==> config.mk <==
export PLATFORM = sky130hd
export DESIGN_NAME = ac97_frame_controller
export DESIGN_NICKNAME = d
export VERILOG_FILES = /design/src/rtl/ac97_frame_controller.sv
export SDC_FILE = /design/constraint.sdc
export NUM_CORES = 1
export LEC_CHECK = 0
export CAP_MARGIN = 20
export CORE_ASPECT_RATIO = 2
export CORE_MARGIN = 2
export CORE_UTILIZATION = 50
export DETAILED_ROUTE_END_ITERATION = 8
export PLACE_DENSITY = 0.74
export SETUP_SLACK_MARGIN = 0.15
export SYNTH_ARGS = -nofsm -noshare
export SYNTH_HDL_FRONTEND = slang
export SYNTH_SLANG_ARGS = --single-unit
==> constraint.sdc <==
create_clock -name bit_clk -period 2.94 [get_ports bit_clk]
set_clock_uncertainty 0.15 [all_clocks]
set_input_delay 0.882 -clock bit_clk [delete_from_list [all_inputs] [get_ports bit_clk]]
set_output_delay 0.882 -clock bit_clk [all_outputs]
set_load 0.01 [all_outputs]
==> src/rtl/ac97_frame_controller.sv <==
// AC-link controller for the AD1981B: builds the 256-bit output frame on bit_clk,
// queues register commands, and decodes codec-ready and read-back data from sdata_in.
module ac97_frame_controller #(
  parameter int CMD_DEPTH = 4,
  parameter int CMD_AW    = 2
) (
  input  logic              bit_clk,
  input  logic              reset_b,
  input  logic              enable,
  output logic              sync,
  output logic              sdata_out,
  input  logic              sdata_in,
  input  logic              sample_valid,
  output logic              sample_ready,
  input  logic [19:0]       sample_left,
  input  logic [19:0]       sample_right,
  input  logic              cmd_valid,
  output logic              cmd_ready,
  input  logic              cmd_read,
  input  logic [6:0]        cmd_addr,
  input  logic [15:0]       cmd_data,
  output logic [CMD_AW:0]   cmd_pending,
  output logic              codec_ready,
  output logic              rd_valid,
  output logic [6:0]        rd_addr,
  output logic [15:0]       rd_data,
  output logic              frame_start
);

  // Handshakes: a transfer happens on the posedge where valid and ready are both high.
  // sample_ready is only raised in the frame-load cycle; cmd_ready whenever the queue has room.

  typedef enum logic {ST_IDLE, ST_RUN} state_t;

  localparam logic [CMD_AW:0] FULL_CNT = (CMD_AW + 1)'(CMD_DEPTH);

  state_t              state_q, state_d;
  logic [7:0]          cnt_q, cnt_d;
  logic [255:0]        frame_q, frame_d;
  logic                sync_q, sync_d;
  logic                sdata_q, sdata_d;
  logic                frame_start_q, frame_start_d;
  logic [23:0]         mem_q [CMD_DEPTH];
  logic [23:0]         mem_d [CMD_DEPTH];
  logic [CMD_AW-1:0]   wr_ptr_q, wr_ptr_d, rd_ptr_q, rd_ptr_d;
  logic [CMD_AW:0]     count_q, count_d;
  logic                codec_ready_q, codec_ready_d;
  logic [1:0]          in_tag_q, in_tag_d;
  logic [6:0]          in_addr_q, in_addr_d;
  logic [15:0]         in_data_q, in_data_d;
  logic                rd_valid_q, rd_valid_d;
  logic [6:0]          rd_addr_q, rd_addr_d;
  logic [15:0]         rd_data_q, rd_data_d;

  logic                load, stop, pop, push;
  logic [23:0]         head;
  logic                t14, t13, t12;
  logic [19:0]         slot1, slot2, slot3, slot4;
  logic [255:0]        new_frame;

  always_comb begin
    load      = enable && ((state_q == ST_IDLE) || (cnt_q == 8'd255));
    stop      = (state_q == ST_RUN) && (cnt_q == 8'd255) && !enable;
    cmd_ready = (count_q != FULL_CNT);
    push      = cmd_valid && cmd_ready;
    pop       = load && (count_q != '0);
    head      = mem_q[rd_ptr_q];

    t14       = pop;
    t13       = pop && !head[23];
    t12       = sample_valid;
    slot1     = pop ? {head[23], head[22:16], 12'h000} : 20'h0;
    slot2     = t13 ? {head[15:0], 4'h0} : 20'h0;
    slot3     = sample_valid ? sample_left  : 20'h0;
    slot4     = sample_valid ? sample_right : 20'h0;
    new_frame = {(t14 | t13 | t12), t14, t13, t12, t12, 11'h000,
                 slot1, slot2, slot3, slot4, 160'h0};
  end

  always_comb begin
    state_d       = state_q;
    cnt_d         = cnt_q;
    frame_d       = frame_q;
    sync_d        = sync_q;
    sdata_d       = sdata_q;
    frame_start_d = 1'b0;

    if (load) begin
      // Bit 255 leaves immediately; the rest shifts out MSB first.
      state_d       = ST_RUN;
      cnt_d         = 8'd0;
      frame_d       = {new_frame[254:0], 1'b0};
      sdata_d       = new_frame[255];
      sync_d        = 1'b1;
      frame_start_d = 1'b1;
    end else if (stop) begin
      state_d = ST_IDLE;
      cnt_d   = 8'd0;
      frame_d = '0;
      sync_d  = 1'b0;
      sdata_d = 1'b0;
    end else if (state_q == ST_RUN) begin
      cnt_d   = cnt_q + 8'd1;
      sdata_d = frame_q[255];
      frame_d = {frame_q[254:0], 1'b0};
      sync_d  = (cnt_d < 8'd16);
    end
  end

  always_comb begin
    mem_d    = mem_q;
    wr_ptr_d = wr_ptr_q;
    rd_ptr_d = rd_ptr_q;
    count_d  = count_q;
    if (push) begin
      mem_d[wr_ptr_q] = {cmd_read, cmd_addr, cmd_data};
      wr_ptr_d        = wr_ptr_q + CMD_AW'(1);
    end
    if (pop) rd_ptr_d = rd_ptr_q + CMD_AW'(1);
    if (push && !pop) count_d = count_q + (CMD_AW + 1)'(1);
    else if (pop && !push) count_d = count_q - (CMD_AW + 1)'(1);
  end

  // The bit sampled while cnt==k is input frame bit 255-k.
  always_comb begin
    codec_ready_d = codec_ready_q;
    in_tag_d      = in_tag_q;
    in_addr_d     = in_addr_q;
    in_data_d     = in_data_q;
    rd_valid_d    = 1'b0;
    rd_addr_d     = rd_addr_q;
    rd_data_d     = rd_data_q;
    if (state_q == ST_RUN) begin
      if (cnt_q == 8'd0) begin
        codec_ready_d = sdata_in;
        in_tag_d[1]   = sdata_in;
      end
      if (cnt_q == 8'd1) in_tag_d[0] = sdata_in;
      if (cnt_q >= 8'd17 && cnt_q <= 8'd23) in_addr_d = {in_addr_q[5:0], sdata_in};
      if (cnt_q >= 8'd36 && cnt_q <= 8'd51) in_data_d = {in_data_q[14:0], sdata_in};
      if (cnt_q == 8'd56 && in_tag_q == 2'b11) begin
        rd_valid_d = 1'b1;
        rd_addr_d  = in_addr_q;
        rd_data_d  = in_data_q;
      end
    end
  end

  always_ff @(posedge bit_clk or negedge reset_b) begin
    if (!reset_b) begin
      state_q       <= ST_IDLE;
      cnt_q         <= '0;
      frame_q       <= '0;
      sync_q        <= 1'b0;
      sdata_q       <= 1'b0;
      frame_start_q <= 1'b0;
      mem_q         <= '{default: '0};
      wr_ptr_q      <= '0;
      rd_ptr_q      <= '0;
      count_q       <= '0;
      codec_ready_q <= 1'b0;
      in_tag_q      <= '0;
      in_addr_q     <= '0;
      in_data_q     <= '0;
      rd_valid_q    <= 1'b0;
      rd_addr_q     <= '0;
      rd_data_q     <= '0;
    end else begin
      state_q       <= state_d;
      cnt_q         <= cnt_d;
      frame_q       <= frame_d;
      sync_q        <= sync_d;
      sdata_q       <= sdata_d;
      frame_start_q <= frame_start_d;
      mem_q         <= mem_d;
      wr_ptr_q      <= wr_ptr_d;
      rd_ptr_q      <= rd_ptr_d;
      count_q       <= count_d;
      codec_ready_q <= codec_ready_d;
      in_tag_q      <= in_tag_d;
      in_addr_q     <= in_addr_d;
      in_data_q     <= in_data_d;
      rd_valid_q    <= rd_valid_d;
      rd_addr_q     <= rd_addr_d;
      rd_data_q     <= rd_data_d;
    end
  end

  assign sync         = sync_q;
  assign sdata_out    = sdata_q;
  assign frame_start  = frame_start_q;
  assign sample_ready = load && sample_valid;
  assign cmd_pending  = count_q;
  assign codec_ready  = codec_ready_q;
  assign rd_valid     = rd_valid_q;
  assign rd_addr      = rd_addr_q;
  assign rd_data      = rd_data_q;

endmodule

**Run 1: metal 2**

Cells faint in the background.
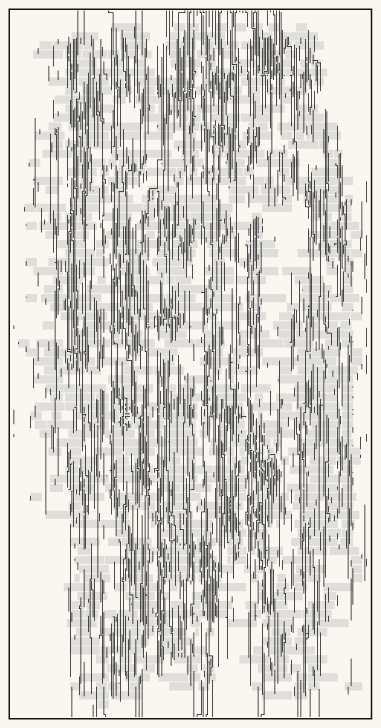
wire length on this layer	12800 µm
nets with wire on the layer	888
share of all routed wire	56%

**Run 1: cell placement**

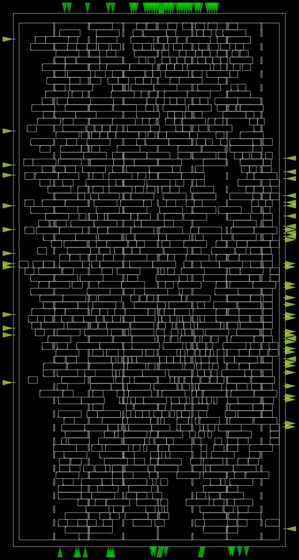
core region area: 0.02149 mm²
Site Rows: 76
Final Util: 61.52%
Seq Cell Count: 259

==> results.yml, run 1 <==
# flow metrics
status:
  status: "finished, final reports clean"
critical_path:
  worstSetupEndpointType: "primary output"
  r2r_end: "cmd_pending[1]"
  worstPathRequired_ps: 1910
  critPathLaunch: "cnt_q[0]"
  reg2reg_from: "cnt_q[0]"
  critPathKind: "flop to primary output"
  crit_arrival_ps: 1840
  cp-endpoint: "sample_ready"
routing:
  vias_per_cell: 5.857
  wl_met3_um: 772
  vias: 6771
  top_layer: "met4"
  dr.pass1.iters: 4
  dr_wl_met2_um: 12830
power_and_ir_drop:
  p_clk_share_pct: 25.6
  power_switching_mw: 3.227
  p_comb_mw: 3.33
  power_density_mw_per_mm2: 863.5
  p_int_mw: 8.190
  leakagePower_nw: 6.364
  power_leader: "registers"
  p_clk_mw: 2.92
  netSwitchingFraction_pct: 28.26
job:
  maxCapViolations: 0
timing:
  clock.fmax_mhz: 348.4
  tightest_slew_ps: 1063
  fin_crit_ps: 2870
  rsz0062_at_grt: "yes"
  slew_violations: 0
  finalHoldViolCount: 0
  finalCritPeriodShare_pct: 97.62
synth:
  syn_area_per_cell_um2: 14.58
  ys_seq_share_pct: 59.17
  area_leaders: "dfrtp_1 (59%), mux2_2 (15%), a22o_1 (6.7%)"
  ys_area_mm2: 0.01095
  synthesis.area_mm2: 0.01095
  ys.flop_type: "dfrtp_1"
  synthArstFlopShare_pct: 100.0
  yosysUniqueCellTypes: 47
  yosysWarnings: 0
  enable_flop_cells: 0
  synth_flop_count: 259
  fp_nets: 830
  synthTopCellsByCount: "dfrtp_1 (259), mux2_2 (144), a22o_1 (84)"
placed_design:
  hpwl_um: 15140
  dp_cells: 1115
  finalWeightedCongestion: 0.8171
die:
  fp_util_pct: 50.97
  die_h_um: 213.3
  die_area_mm2: 0.02318
global_route:
  use_met3_pct: 2.503
  grt_use_total_pct: 20.30
  globalRouteMet2Util_pct: 38.60
  antenna_found_initial: 0
  grt_pass1_vias: 7515
  grt_max_degree: 104
  busiest_layer: "met2"
  grt_overflow: 0
finish:
  nNetsFinal: 948
  syn_to_final_growth_pct: 20.71
  layout_top_cells: "dfrtp_1 (258), mux2_2 (144), clkdlybuf4s50_1 (98)"
  final_common_cell: "dfrtp_1"
clocking:
  cts_tree: "done"
  cts.reportedPaths.clkPinSlew_ps: 70
  cts-root-buf: "clkbuf_16"
  htreeDepth: 1
  clkLatencyLatePin_ps: 520
**Run 1: placed cells, one colour a class**

Fill, decap, tap and diode cells in grey.
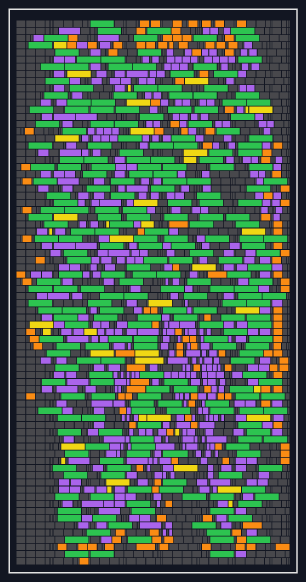
class	colour	cells
remaining buffers and delay cells	orange	145
remaining logic cells	purple	440
clock drivers and dummy loads	yellow	39
sequential cells	green	259

**Run 1: I/O nets highlighted**

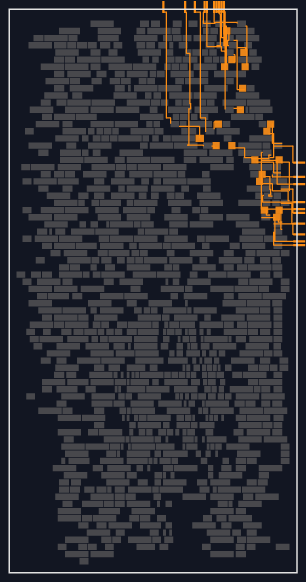
port	colour	direction	edge	end cells	buffers	wire
sample_right	orange	input	10 north, 10 east	20	20	660 µm
I/O pins: 103
port buffer count: 102

-- run 1: what timing repair did --
item	CTS	global route
setup endpoints to repair	2	2
pin swaps	3	1
cloned	0	0
resized	7	1
buffers inserted	2	0
-- run 1: registers in the layout (all words and copies together) (netlist names) --
register / flops
sync: 1
in_tag_q: 2
frame_q: 95
wr_ptr_q: 2
sdata_out: 1
rd_ptr_q: 2
rd_addr: 7
in_data_q: 16
mem_q: 96
state_q: 1
cnt_q: 8
frame_start: 1
rd_valid: 1
rd_data: 16
cmd_pending: 3
in_addr_q: 7
-- run 1: critical path: stages, from the launching register on --
cell and delay, ps:
dfrtp_1 360, ha_2 200, nand3_2 80, o21a_4 220, nor3_4 270, buf_2 190
-- run 1: cell type report --
type | instances | area (µm²) | area share (%)
clock inverter | 8 | 75.07 | 0.5678
clock buffer | 31 | 645.6 | 4.883
inverter | 18 | 67.56 | 0.5110
sequential | 259 | 6482 | 49.03
timing repair buffer | 145 | 1441 | 10.90
multi-input combinational | 422 | 4168 | 31.52
tap | 273 | 341.6 | 2.584
-- run 1: through the flow --
step	power, mW	setup WS [ps]	util, %	hold WS, ps	cell area, µm²
finish	11.42	70.06	61.52	92.14	13220
floorplan	7.447	154.9	-	300.7	10970
CTS	11.55	2.675	61.52	89.60	13220
detailed placement	8.588	-514.3	58.13	330.0	12490
global route	12.02	-8.638	61.52	99.02	13220
global placement	8.335	-521.3	58.13	327.7	12490
-- run 1: logic make-up after synthesis --
| logic type | synth area share [%] |
|---|---|
| AND/OR/NAND/NOR | 2.947 |
| buffers and inverters | 3.038 |
| multiplexers | 19.93 |
| flip-flops | 59.17 |
| AND-OR/OR-AND | 13.17 |
| XOR/XNOR | 0.6397 |
| adder cells (fa/ha/maj) | 1.097 |
**Run 1: the metal 3 layer**

The bar under the picture is 20 µm long.
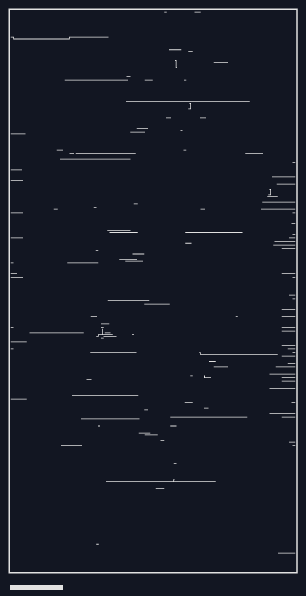

==> inputs of run 2 (changes only) <==
--- a/config.mk
+++ b/config.mk
@@ -9,9 +9,11 @@
 export CORE_ASPECT_RATIO = 2
 export CORE_MARGIN = 2
 export CORE_UTILIZATION = 50
+export CTS_BUF_LIST = sky130_fd_sc_hd__clkbuf_4
 export DETAILED_ROUTE_END_ITERATION = 8
 export PLACE_DENSITY = 0.74
 export SETUP_SLACK_MARGIN = 0.15
 export SYNTH_ARGS = -nofsm -noshare
 export SYNTH_HDL_FRONTEND = slang
 export SYNTH_SLANG_ARGS = --single-unit
+export TNS_END_PERCENT = 50
**Run 2: the metal 3 layer**

The bar under the picture is 20 µm long.
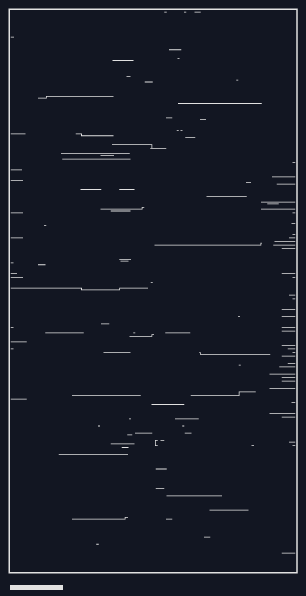
share of all routed wire	3.6%
main direction	horizontal
nets with wire on the layer	74
wire length on this layer	820 µm
longest straight run	40.3 µm

==> results.yml, run 2 <==
# flow metrics
status:
  failed_checks: "setup timing"
  status: "finished, violations left"
critical_path:
  critPathKind: "input port to primary output"
  slowest_delay_ps: 530
  worstPathRequired_ps: 1910
  path_depth: 4
  crit_chain: "clkdlybuf4s50_1 > inv_1 > nor3_4 > buf_2"
  crit_arrival_ps: 2010
  worstSetupEndpointType: "primary output"
  critPathSlowestCell: "clkdlybuf4s50_1"
  path_buffers: 3
power_and_ir_drop:
  power_switching_mw: 3.283
  p_clk_mw: 2.82
  p_comb_mw: 3.36
  p_int_mw: 8.064
  leakagePower_nw: 6.479
  netSwitchingFraction_pct: 28.93
  power_density_mw_per_mm2: 851.6
  fin_total_pwr_mw: 11.35
  power_leader: "registers"
die:
  die_area_mm2: 0.02318
  fp_util_pct: 50.97
  io_pins: 103
  die_h_um: 213.3
  fp-row-count: 76
global_route:
  antenna_found_initial: 1
  grt_overflow: 0
  grt_max_degree: 104
  grt_pass1_vias: 7809
synth:
  yosysUniqueCellTypes: 47
  area_leaders: "dfrtp_1 (59%), mux2_2 (15%), a22o_1 (6.7%)"
  synthArstFlopShare_pct: 100.0
  top_logic_kind: "multiplexers"
  ys_seq_share_pct: 59.17
  synthAoiAreaFrac_pct: 13.17
  simple_gate_share_pct: 2.947
  enable_flop_cells: 0
  adder_share_pct: 1.097
  synth_flop_count: 259
  fp_nets: 830
  yosysWarnings: 0
  ys_sh_xor_pct: 0.6397
  syn_area_per_cell_um2: 14.58
  ys_area_mm2: 0.01095
placed_design:
  dp_cells: 1115
  io_buffers: 102
  finalWeightedCongestion: 0.8171
  pre_cts_ws_ps: -514.3
  hpwl_um: 15140
  dpl_cell_area_mm2: 0.01249
clocking:
  clkLatencyLatePin_ps: 690
  cts.reportedPaths.clkPinSlew_ps: 60
  cts_tree: "done"
  htreeDepth: 2
  cts-root-buf: "clkbuf_4"
timing:
  setup_slack_ps: -97.99
  slew_violations: 0
  clock.fmax_mhz: 329.2
  finalHoldViolCount: 0
  hold_ws_ps: 347.2
  rsz0062_at_grt: "yes"
  tightest_slew_ps: 1074
  finalCritPeriodShare_pct: 103.3
  fin_crit_ps: 3038
  setup_viol: 1
finish:
  final_common_cell: "dfrtp_1"
  nNetsFinal: 987
  design_area_mm2: 0.01333
  syn_to_final_growth_pct: 21.66
  layout_top_cells: "dfrtp_1 (256), mux2_2 (144), clkdlybuf4s50_1 (98)"
  largest_reg_flops: 96
  reg_top3: "mem_q x96, frame_q x95"
  regMostFlops: "mem_q"
routing:
  vias_per_cell: 5.674
  vias: 6962
==> run 2: cell types whose count changed in the layout (fill, tap and decap cells not counted), moves of 2 or more <==
cell       change
clkbuf_16     -23
clkbuf_8       -4
clkbuf_4      +90
dfrtp_2        +2
clkinv_1       +9
buf_4          +3
dfrtp_1        -2
clkbuf_1       -4
==> run 2: metal layers <==
layer | track usage, % | vias up | wire (µm) | part of all wire (%)
met5 | 0 | - | 0 | 0
met4 | 9.859 | 0 | 805 | 3.5
met3 | 3.297 | 58 | 820 | 3.6
met2 | 38.79 | 149 | 12860 | 56
met1 | 22.43 | 3605 | 8327 | 36
li1 | - | 3150 | - | -
==> run 2: kinds of logic after synthesis <==
logic type                 after synthesis
adders and majority gates                9
xor gates and xnor gates                 8
and+or+nand+nor                         51
AOI/OAI and AO/OA                      184
DFF                                    259
buffers and inverters                   70
muxes                                  170
==> run 2: final timing paths <==
path                       startpoint             end  slack, ps
hold / removal              mem_q[36]       mem_q[36]        350
hold reg to reg             mem_q[36]       mem_q[36]        350
setup / recovery               enable    sample_ready       -100
setup reg to reg             cnt_q[1]  cmd_pending[1]        430
min in group asynchronous     reset_b       mem_q[72]        540
max in group asynchronous     reset_b    frame_q[189]       1360
==> run 2: layout make-up <==
| class | count | share of cell area, % |
|---|---|---|
| Multi-Input combinational cell | 422 | 31.41 |
| Clock inverter | 15 | 0.7042 |
| Inverter | 18 | 0.5070 |
| Clock buffer | 90 | 5.070 |
| Antenna cell | 1 | 0.01878 |
| Sequential cell | 259 | 48.67 |
| Tap cell | 273 | 2.563 |
| Timing Repair Buffer | 149 | 11.06 |
==> run 2: what timing repair did <==
action,CTS,global route
resized,9,2
endpoints found under the hold margin,38,0
pin swaps,3,2
endpoints found under the setup margin,4,2
hold buffers,1,0
buffers inserted,5,0
Power and IR drop assume default switching activity.
